### Congestion heat map

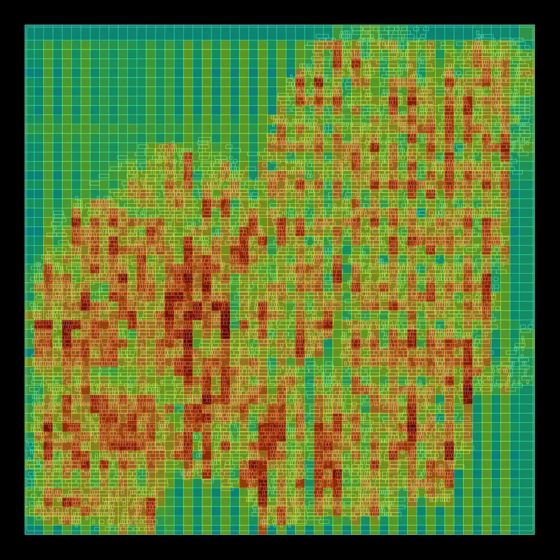
### Placement density heat map

Bar = 100 um. The die is cut into 38 by 38 equal tiles; black is low, pale yellow is high, 0 to 100% covered.
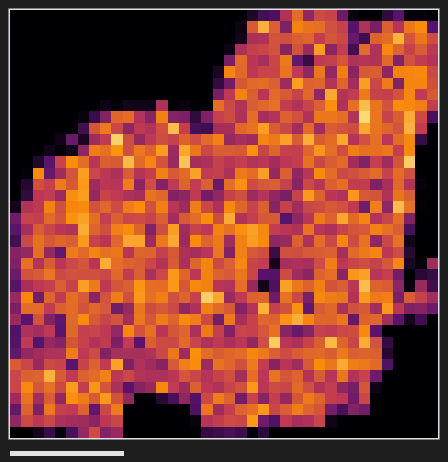
$ cat config.mk
export PLATFORM = sky130hd
export DESIGN_NAME = cordic_atan2
export DESIGN_NICKNAME = d
export VERILOG_FILES = /design/src/rtl/cordic_atan2.sv
export SDC_FILE = /design/constraint.sdc
export NUM_CORES = 2
export LEC_CHECK = 0
export ABC_AREA = 1
export ABC_CLOCK_PERIOD_IN_PS = 4100
export CAP_MARGIN = 20
export CORE_UTILIZATION = 40
export DETAILED_ROUTE_END_ITERATION = 7
export GPL_TIMING_DRIVEN = 0
export PLACE_DENSITY = 0.65
export SETUP_SLACK_MARGIN = 0.1
export SYNTH_ARGS = -nofsm -noshare
export SYNTH_HDL_FRONTEND = slang
export SYNTH_SLANG_ARGS = --single-unit
$ cat constraint.sdc
create_clock -name i_clk -period 4.1 [get_ports i_clk]
set_clock_uncertainty 0.2 [all_clocks]
set_input_delay 0.615 -clock i_clk [delete_from_list [all_inputs] [get_ports i_clk]]
set_output_delay 0.615 -clock i_clk [all_outputs]
set_load 0.02 [all_outputs]
$ cat src/rtl/cordic_atan2.sv
`default_nettype none
// ============================================================================
//  Module   : cordic_atan2
//  Brief    : Pipelined CORDIC vectoring engine, signed I/Q -> phase + K*|v|.
//  Revision : 1.0 - initial release
// ============================================================================
module cordic_atan2 #(
    parameter int DATA_W  = 16,
    parameter int PHASE_W = 12,
    parameter int N_ITER  = 14,
    parameter int G_W     = 4
) (
    input  logic               i_clk,
    input  logic               i_reset,
    input  logic               i_valid,
    input  logic [DATA_W-1:0]  i_i,
    input  logic [DATA_W-1:0]  i_q,
    output logic               o_valid,
    output logic [PHASE_W-1:0] o_phase,
    output logic [DATA_W:0]    o_mag
);

    localparam int XW = DATA_W + 2;
    localparam int ZW = PHASE_W + G_W;

    localparam logic [ZW-1:0] C_QUARTER    = {2'b01, {(ZW-2){1'b0}}};
    localparam logic [ZW-1:0] C_3QUARTER   = {2'b11, {(ZW-2){1'b0}}};
    localparam logic [ZW-1:0] C_HALF_LSB   = ZW'(2 ** (G_W - 1));

    // atan(2^-k) scaled so that 2^ZW is a full turn; series form keeps the
    // elaboration free of math-library calls.
    function automatic logic [ZW-1:0] atan_angle(input int k);
        real t;
        real term;
        real sum;
        real full;
        t = 1.0;
        for (int j = 0; j < k; j++) begin
            t = t / 2.0;
        end
        if (k == 0) begin
            sum = 3.14159265358979323846 / 4.0;
        end else begin
            sum  = 0.0;
            term = t;
            for (int n = 0; n < 40; n++) begin
                sum  = sum + term / real'(2 * n + 1);
                term = -term * t * t;
            end
        end
        full = real'(2 ** ZW);
        return ZW'($rtoi(sum * full / (2.0 * 3.14159265358979323846) + 0.5));
    endfunction

    logic [ZW-1:0] atan_tbl [N_ITER];

    for (genvar k = 0; k < N_ITER; k++) begin : g_atan
        localparam logic [ZW-1:0] C_ANGLE = atan_angle(k);
        assign atan_tbl[k] = C_ANGLE;
    end

    logic signed [XW-1:0] i_ext;
    logic signed [XW-1:0] q_ext;
    logic                 zero_in;

    assign i_ext   = {{2{i_i[DATA_W-1]}}, i_i};
    assign q_ext   = {{2{i_q[DATA_W-1]}}, i_q};
    assign zero_in = (i_i == '0) && (i_q == '0);

    logic signed [XW-1:0] x_q [0:N_ITER];
    logic signed [XW-1:0] x_d [0:N_ITER];
    logic signed [XW-1:0] y_q [0:N_ITER-1];
    logic signed [XW-1:0] y_d [0:N_ITER-1];
    logic [ZW-1:0]        z_q [0:N_ITER];
    logic [ZW-1:0]        z_d [0:N_ITER];
    logic [N_ITER:0]      vld_q;
    logic [N_ITER:0]      zero_q;

    always_comb begin
        x_d = x_q;
        y_d = y_q;
        z_d = z_q;

        // Fold the left half-plane onto the right by a +/-90 degree turn.
        if (!i_i[DATA_W-1]) begin
            x_d[0] = i_ext;
            y_d[0] = q_ext;
            z_d[0] = '0;
        end else if (!i_q[DATA_W-1]) begin
            x_d[0] = q_ext;
            y_d[0] = -i_ext;
            z_d[0] = C_QUARTER;
        end else begin
            x_d[0] = -q_ext;
            y_d[0] = i_ext;
            z_d[0] = C_3QUARTER;
        end

        for (int k = 0; k < N_ITER - 1; k++) begin
            if (!y_q[k][XW-1]) begin
                x_d[k+1] = x_q[k] + (y_q[k] >>> k);
                y_d[k+1] = y_q[k] - (x_q[k] >>> k);
                z_d[k+1] = z_q[k] + atan_tbl[k];
            end else begin
                x_d[k+1] = x_q[k] - (y_q[k] >>> k);
                y_d[k+1] = y_q[k] + (x_q[k] >>> k);
                z_d[k+1] = z_q[k] - atan_tbl[k];
            end
        end

        // The last micro-rotation only needs x and z; y is never consumed.
        if (!y_q[N_ITER-1][XW-1]) begin
            x_d[N_ITER] = x_q[N_ITER-1] + (y_q[N_ITER-1] >>> (N_ITER - 1));
            z_d[N_ITER] = z_q[N_ITER-1] + atan_tbl[N_ITER-1];
        end else begin
            x_d[N_ITER] = x_q[N_ITER-1] - (y_q[N_ITER-1] >>> (N_ITER - 1));
            z_d[N_ITER] = z_q[N_ITER-1] - atan_tbl[N_ITER-1];
        end
    end

    always_ff @(posedge i_clk) begin
        if (i_reset) begin
            vld_q <= '0;
        end else begin
            vld_q <= {vld_q[N_ITER-1:0], i_valid};
        end
        zero_q <= {zero_q[N_ITER-1:0], zero_in};
        x_q    <= x_d;
        y_q    <= y_d;
        z_q    <= z_d;
    end

    logic [ZW-1:0]      z_rnd;
    logic               valid_q;
    logic [PHASE_W-1:0] phase_q;
    logic [DATA_W:0]    mag_q;

    assign z_rnd = z_q[N_ITER] + C_HALF_LSB;

    always_ff @(posedge i_clk) begin
        if (i_reset) begin
            valid_q <= 1'b0;
            phase_q <= '0;
            mag_q   <= '0;
        end else begin
            valid_q <= vld_q[N_ITER];
            if (zero_q[N_ITER]) begin
                phase_q <= '0;
                mag_q   <= '0;
            end else begin
                phase_q <= z_rnd[ZW-1:G_W];
                mag_q   <= x_q[N_ITER][DATA_W:0];
            end
        end
    end

    assign o_valid = valid_q;
    assign o_phase = phase_q;
    assign o_mag   = mag_q;

    // Final x is never negative and the rounded-away z bits carry no phase.
    logic unused_bits;
    assign unused_bits = ^{x_q[N_ITER][XW-1], z_rnd[G_W-1:0]};

endmodule
`default_nettype wire
==> impl_metrics.yaml <==
# implementation run metrics
clock_tree:
  clock_sinks: 750
  cts_resized: 1
  cts_setup_buffers: 0
  cts.clk_slew.worst_paths_ns: 0.06
  clockBufferDepth: 3
  cts_hold_buf: 0
synthesis:
  ys_cells: 7966
  ys_sh_mux_pct: 0.0356
  syn-cell-area_um2: 56200
  top_logic_kind: "simple AND/OR/NAND/NOR gates"
  area_leaders: "dfxtp_1 (27%), ha_1 (15%), nand2_1 (12%), xor2_1 (8.0%), inv_1 (7.1%)"
  synth_top_area_share_pct: 26.7
  ys_area_um2: 56200
  synth-seq-area-share_pct: 26.7
  adder_share_pct: 16.3
  synth_cell_types: 62
  ys_ff: 750
  aoi_share_pct: 13.4
  yosysMostFrequentCell: "nand2_1"
  synthArstFlopShare_pct: 0
  ys_sh_simple_pct: 25.1
  yosysTopAreaCell: "dfxtp_1"
die:
  die_w_um: 377
  die_h_um: 377
  core_area_um2: 140000
  fp_util_pct: 40.3
  dieArea_um2: 142000
  ios: 65
critical_path:
  crit_fanout: 14
  cp-end-kind: "register"
  crit_chain: "buf_4 > clkinv_1 > buf_2 > nand2_1 > xnor2_1 > ha_1 > a21oi_1 > a21boi_0 > nor2_1 > nor3_1 > nand2_1 > nand2_1 > nand2_1"
  r2r_slack_ns: 0.36
  crit_start: "y_q[179]$_DFF_P_"
  cp_common_cell: "nand2_1"
  path_class: "reg2reg"
  crit_end: "y_q[161]$_DFF_P_"
  rr_endpoint: "y_q[161]$_DFF_P_"
  cp-start-kind: "register"
layout:
  area_growth_pct: 10.7
  fillers: 14400
  fin_util_pct: 44.6
  final_layout_size_suffix_gt1_share_pct: 3.16
  most-common-layout-cells: "nand2_1 (1801), inv_1 (1061), dfxtp_1 (749)"
place:
  routabilityCongestion: 0.940
  hpwlAfterDp_um: 120000
  io_buffers: 63
hold_path:
  hold_depth: 0
  worstHoldStart: "zero_q[6]$_DFF_P_"
  hp-class: "reg2reg"
timing:
  fin_crit_ns: 3.74
  finalHoldViolCount: 0
  slew_violations: 0
  slew-limit-headroom_pct: 41.6
  max_freq_mhz: 267
  layout_worst_path_cycle_share_pct: 91.3
detailed_routing:
  drc: 0
  routed_via_density: 5.03
  via_count: 50700
  detail_route.iter0.violations: 2919
  routed_wl_um: 145000
flow_run:
  warning_count: 73
  cap_violations: 0
outcome:
  status: "finished, final reports clean"
grt:
  grt_pass1_wl_um: 239000
  overflow: 0
  grt_max_degree: 18
-- 'Congestion heat map' (at the start) --
DR WL/cell: 14.4 um
busiest grt layer: met2
Global Route Usage Sum: 20.2%
routing usage on met1: 24.7%

-- 'Placement density heat map' (at the start) --
tiles over 75% full = 6.0%
mean over tiles = 42%
fullest tile = 92%
nearly empty tiles = 21%
emptiest ninth of the die = top left

==> per-layer routing <==
layer  GRT usage, %  vias to the layer above  routed length [um]
li1               -                    26400                   -
met1           24.7                    22900               64900
met2           36.0                     1119               68900
met3           2.37                      287                5720
met4           7.95                        0                5640
met5              0                        -                   0
==> critical path: cells and delay by family (launching register included) <==
family	cells	cell delay, ns
flops	1	0.77
simple gates	6	0.67
buf+inv	3	0.96
compound gates	2	0.56
xor+xnor	1	0.13
fa+ha+maj	1	0.31
==> cell type report <==
| cell class | instances | area [um2] | share of cell area (%) |
|---|---|---|---|
| clock buffer | 112 | 2400 | 3.86 |
| antenna | 1 | 2.50 | 0.00402 |
| sequential | 750 | 15000 | 24.1 |
| clock inverter | 44 | 624 | 1.00 |
| tap | 1876 | 2350 | 3.77 |
| inverter | 1069 | 4020 | 6.45 |
| buffer | 79 | 407 | 0.653 |
| timing repair buffer | 63 | 631 | 1.01 |
| multi-input combinational | 6069 | 36800 | 59.1 |
==> stage by stage <==
| stage | instances | worst slack (ns) | instance area, um2 | hold slack (ns) |
|---|---|---|---|---|
| final | 10100 | 0.356 | 62200 | 0.121 |
| after global routing | 10100 | 0.116 | 62200 | 0.130 |
| after CTS | 10100 | 0.225 | 62200 | 0.126 |
| after detailed placement | 9906 | 0.0401 | 59200 | 0.113 |
| after global placement | 9906 | 0.0675 | 59200 | 0.112 |
| after floorplan | 7967 | 1.20 | 56200 | 0.110 |
==> sequential cells by signal, indices dropped and copies added, names as in the netlist <==
signal / count
x_q: 267
y_q: 239
z_q: 184
o_mag: 17
vld_q: 15
zero_q: 15
o_phase: 12
o_valid: 1
